Run 1, congestion heat map:
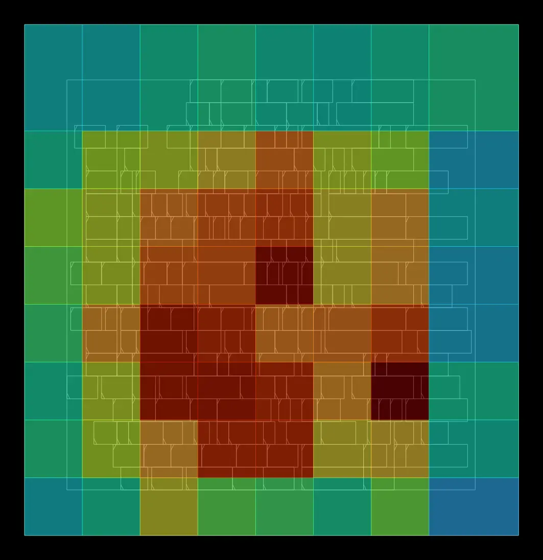
Run 1, met4 routing:
Drawn at 8 px/um. Supply wires on this layer in grey.
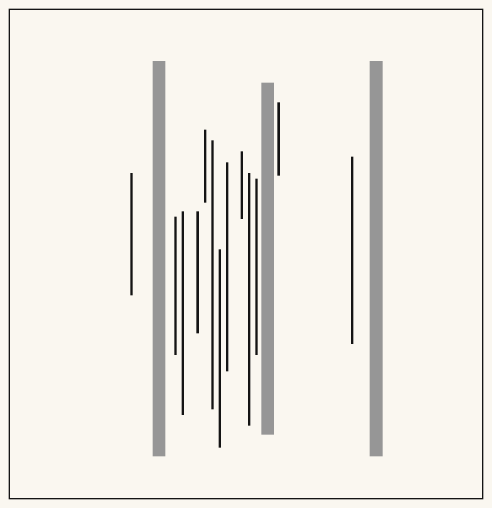
Run 1, a small window of the routed layout:
Region (14, 3) to (44, 33) um. Cells in grey, sequential cells in the stronger grey; small squares are vias.
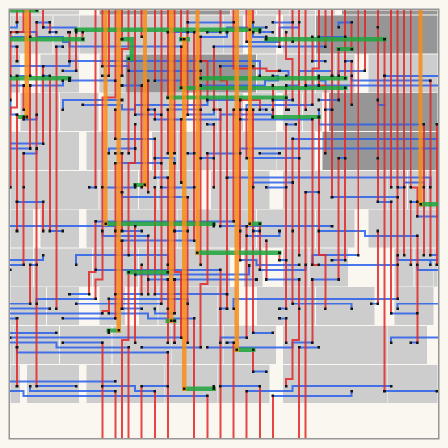
File: config.mk
export PLATFORM = sky130hd
export DESIGN_NAME = mux_n_1_hs
export DESIGN_NICKNAME = d
export VERILOG_FILES = /design/src/rtl/mux_n_1_hs.sv
export SDC_FILE = /design/constraint.sdc
export NUM_CORES = 1
export LEC_CHECK = 0
export ABC_AREA = 1
export CAP_MARGIN = 20
export CORE_AREA = 5 5 54 56
export DETAILED_ROUTE_END_ITERATION = 7
export DIE_AREA = 0 0 59 61
export GPL_ROUTABILITY_DRIVEN = 0
export PLACE_DENSITY = 0.77
export SLEW_MARGIN = 20
export SYNTH_ARGS = -nofsm -noshare
export SYNTH_HDL_FRONTEND = slang
export SYNTH_SLANG_ARGS = --single-unit
File: constraint.sdc
create_clock -name clk -period 1.6 [get_ports clk]
set_input_delay 0.48 -clock clk [delete_from_list [all_inputs] [get_ports clk]]
set_output_delay 0.48 -clock clk [all_outputs]
set_load 0.05 [all_outputs]
File: src/rtl/mux_n_1_hs.sv
// N:1 multiplexer into a single output register, select by s (MODE 0) or round-robin (MODE 1).
// Latency: a word accepted at edge k is on y with y_valid=1 after edge k; one word/cycle sustained.
// Backpressure: while y is full and y_ready=0 all a_ready are low and y/grant/rr_ptr hold.
module mux_n_1_hs #(
  parameter int N    = 4,
  parameter int W    = 8,
  parameter int MODE = 0,
  localparam int SW  = (N > 1) ? $clog2(N) : 1
) (
  input  logic            clk,
  input  logic            rst_n,
  input  logic [N*W-1:0]  a,
  input  logic [N-1:0]    a_valid,
  output logic [N-1:0]    a_ready,
  input  logic [SW-1:0]   s,
  output logic [W-1:0]    y,
  output logic            y_valid,
  input  logic            y_ready,
  output logic [SW-1:0]   grant
);

  typedef enum logic {EMPTY = 1'b0, FULL = 1'b1} state_t;

  state_t          r_state;
  state_t          w_state_nxt;
  logic [W-1:0]    r_y;
  logic [SW-1:0]   r_grant;
  logic [SW-1:0]   r_rr_ptr;

  logic            w_load;
  logic            w_hit;
  logic [SW-1:0]   w_sel;
  logic [W-1:0]    w_sel_dat;
  logic [SW-1:0]   w_rr_nxt;
  logic [2*N-1:0]  w_rot;

  // Valid vector rotated so that bit 0 is the channel at rr_ptr
  assign w_rot = {a_valid, a_valid} >> r_rr_ptr;

  // Candidate selection: explicit select, or first valid channel at/after rr_ptr
  always_comb begin
    int idx;
    idx   = 0;
    w_sel = '0;
    w_hit = 1'b0;
    if (MODE == 0) begin
      w_sel = s;
      // s beyond the last channel matches nothing, so it never hits
      for (int i = 0; i < N; i++) begin
        if (s == SW'(i)) w_hit = a_valid[i];
      end
    end else begin
      for (int k = 0; k < N; k++) begin
        if (!w_hit && w_rot[k]) begin
          w_hit = 1'b1;
          idx   = int'(r_rr_ptr) + k;
          if (idx >= N) idx = idx - N;
          w_sel = SW'(idx);
        end
      end
    end
  end

  // Data of the selected channel
  always_comb begin
    w_sel_dat = '0;
    for (int i = 0; i < N; i++) begin
      if (w_sel == SW'(i)) w_sel_dat = a[i*W +: W];
    end
  end

  // Pointer moves to the channel after the one just granted
  assign w_rr_nxt = (w_sel == SW'(N - 1)) ? '0 : w_sel + SW'(1);

  // State register
  always_ff @(posedge clk or negedge rst_n) begin
    if (!rst_n) r_state <= EMPTY;
    else        r_state <= w_state_nxt;
  end

  // Next state: fill when a word is taken, drain when the slot frees with nothing to take
  always_comb begin
    w_state_nxt = r_state;
    case (r_state)
      EMPTY:   w_state_nxt = w_hit ? FULL : EMPTY;
      FULL:    if (y_ready) w_state_nxt = w_hit ? FULL : EMPTY;
      default: w_state_nxt = EMPTY;
    endcase
  end

  // Outputs decoded from state; the slot can load when empty or being popped
  always_comb begin
    y_valid = (r_state == FULL);
    w_load  = (r_state == EMPTY) | (y_valid & y_ready);
    a_ready = '0;
    for (int i = 0; i < N; i++) begin
      a_ready[i] = rst_n & w_load & w_hit & (w_sel == SW'(i));
    end
  end

  // Output word, grant and arbitration pointer; all hold unless a word is taken
  always_ff @(posedge clk or negedge rst_n) begin
    if (!rst_n) begin
      r_y      <= '0;
      r_grant  <= '0;
      r_rr_ptr <= '0;
    end else if (w_load && w_hit) begin
      r_y     <= w_sel_dat;
      r_grant <= w_sel;
      if (MODE == 1) r_rr_ptr <= w_rr_nxt;
    end
  end

  assign y     = r_y;
  assign grant = r_grant;

endmodule

==> changes_impl.md, run 1 <==
## Implementation

- Run status: finished, violations left
- Failing checks: setup timing
- Data arrival, critical path: 1470 ps
- Top Ports: roughly 56
- Final non-filler cell total: 227
- Flop count: 11
- CP Launch Point: a_valid[2]
- Fin. Hold Viols: 0
- Count leader, synth: nand3_1
- Simple share: roughly 55%
- Root Driver: clkbuf_4
- Nonclk buf count: ~87
- CLK BUF: 4
- Setup WS post-layout: -354 ps
- Worst-path cell chain: dlygate4sd2_1, nand2_4, nand2_4, nand3_4, nand2_4, nand3_4, nor2_4, buf_12
- Reg clk slew, reported paths: 70 ps
- Final non-clock buffer share: a little over half
- Core utilization at floorplan: a little under a third
- Final WL: ~4000 um
- Unique cell types: 15
- Commonest cells in the netlist: nand3_1, nand2_1, dfrtp_1, nand4_1
- Reg2Reg Depth: 6
- Tapcells: 30
- Logic family by area: simple AND/OR/NAND/NOR gates
- Max_cap viols: 0
- Flop area: roughly 280 sq um
- Largest net degree at the start of global routing: 21
- Highest-count logic cell in the final layout: nand3_1
- Startpoint Class: input pin
- Met2 WL: between 2000 and 2500 um
- Met1 wire length: 1340 um
- Cell-internal power: about 0.00087 W
- Final setup fails: 4
- Critical-path top delay cell: dlygate4sd2_1
- First-pass GRT wire length: approximately 6000 um
- Max frequency: approximately 510 MHz
- Cell mode on critical path: nand2_4
Notes on 'congestion heat map' above:
grt peak-use layer: met2
met3 Use GR: 4.68%
gr usage total: 22.5%
Core Util, Final: 77.9%
GR Util met1: 25.2%

Notes on 'met4 routing' above:
nets with wire on the layer = 13
longest straight run = 33.3 um
main direction = vertical

Notes on 'a small window of the routed layout' above:
green -> met3
red -> met2
orange -> met4
blue -> met1
netlist names of flops here include = y (2)
most frequent = buf_4 (17), nand2_1 (13), nand3_1 (7)
sequential cells in the window = 4
cells with their middle in the window = 80

Run 1, signal metal coverage by tile:
Drawn at 6 px/um. The die is cut into 12 by 12 equal tiles; white is low, dark blue is high, scaled to the fullest tile. Values are wire area over tile area, all layers added.
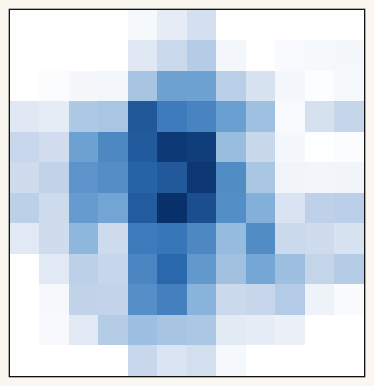

==> run 2, diff against run 1 <==
--- a/config.mk
+++ b/config.mk
@@ -7,11 +7,12 @@
 export LEC_CHECK = 0
 export ABC_AREA = 1
 export CAP_MARGIN = 20
-export CORE_AREA = 5 5 54 56
+export CORE_AREA = 5 5 44 46
 export DETAILED_ROUTE_END_ITERATION = 7
-export DIE_AREA = 0 0 59 61
+export DIE_AREA = 0 0 49 51
+export DONT_BUFFER_PORTS = 1
 export GPL_ROUTABILITY_DRIVEN = 0
-export PLACE_DENSITY = 0.77
+export PLACE_DENSITY = 0.66
 export SLEW_MARGIN = 20
 export SYNTH_ARGS = -nofsm -noshare
 export SYNTH_HDL_FRONTEND = slang
Run 2, signal metal coverage by tile:
Drawn at 8 px/um. The die is cut into 10 by 10 equal tiles; white is low, dark blue is high, scaled to the fullest tile. Values are wire area over tile area, all layers added.
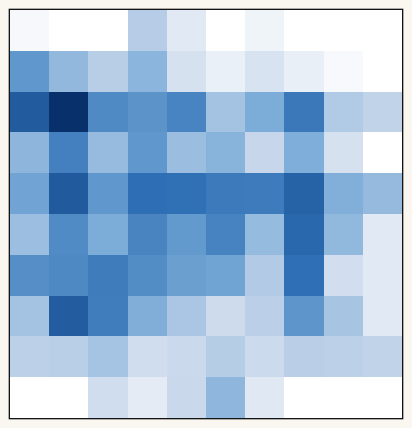
mean over tiles = 0.14
nearly empty tiles = 13%
fullest tile = 0.38
tiles over half the peak = 32%
emptiest ninth of the die = north-east
final WL: 2150 um
WL/cell: 15.4 um
via count: 804
gr usage total: 18.2%

==> run 2 against run 1 <==
- the flow still finishes with violations (setup timing)
- setup slack improved by 290 ps
- total power decreased by 33%
- clock power decreased by 3%
- worst hold slack improved by 110 ps
- die area decreased by 31%
==> changes_impl.md, run 2 <==
## Implementation

- Highest-count logic cell in the final layout: nand3_1
- Data arrival, critical path: roughly 1200 ps
- Crit share post-route: 104%
- OpenROAD warnings: 29
- Flop count: 11
- Largest net degree at the start of global routing: 24
- Post-synthesis sequential area ratio: about 36%
- Grt peak-use layer: met2
- Commonest cells in the netlist: nand3_1, nand2_1, dfrtp_1, nand4_1
- GR Util met1: 24.3%
- Max_cap viols: 0
- Met1 wire length: ~920 um
- Core utilization at floorplan: 51.6%
- Top Ports: ~56
- Largest register FFs: 8
- CLK BUF: 4
- Max frequency: roughly 600 MHz
- Cell area leaders: dfrtp_1, nand3_1, nand2_1
- Failing checks: setup timing
- Tapcells: 16
- Horizontal die size: 49 um
- Cell-internal power: 0.000523 W
- Met3 Use GR: ~4.4%
- Setup WS post-layout: -66.1 ps
- Asr flop ratio synth: 100%
- Final non-clock buffer share: between 15 and 20%
- CP Launch Point: s[0]
- First-pass GRT wire length: 3540 um
- Combinational gate area: ~480 sq um
- Final non-filler cell total: roughly 140
- Ys flop type: dfrtp_1
- Area fraction in mux cells: 0%
- Run status: finished, violations left
- Flop area: 275 sq um
- Critical-path top delay cell: nor2_4
- First-pass iteration count of the detailed router: 4
- Min-delay src: s[0]
- Simple share: a little under three fifths
- Reg2Reg Depth: 5
- Met2 WL: between 900 and 1000 um
- Crit Reg-Reg Startpoint: y_valid
- Fillers: 134
- Nonclk buf count: 14
- Startpoint Class: input pin
- Crit Path Max Fanout: 23
- Port Buffers: 0
- Worst-path cell chain: inv_16, nand2_2, nand2_2, nand3_4, nand2_4, nand3_4, nor2_4, buf_12
- R2r setup slk: approximately 500 ps
- Core Util, Final: approximately two thirds
- Root Driver: clkbuf_4
- TritonCTS sink count: 11
- Unique cell types: 15
- Fin. Hold Viols: 0
- Count leader, synth: nand3_1
- Final setup fails: 4
Run 2, routed clock nets over the placement:
Drawn at 8 px/um.
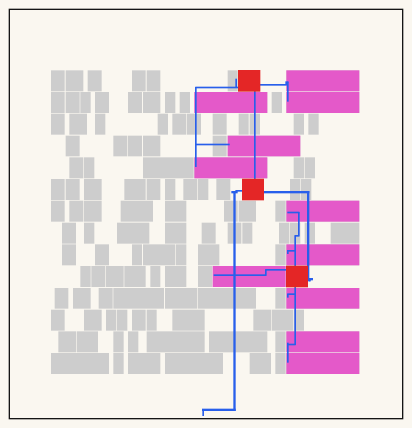
blue -> clock wires  # length 134 um
red -> cells driving clock nets  # count 3
magenta -> flip-flops  # count 11
routed clock nets = 4

Power is estimated from default activity; no workload was simulated.
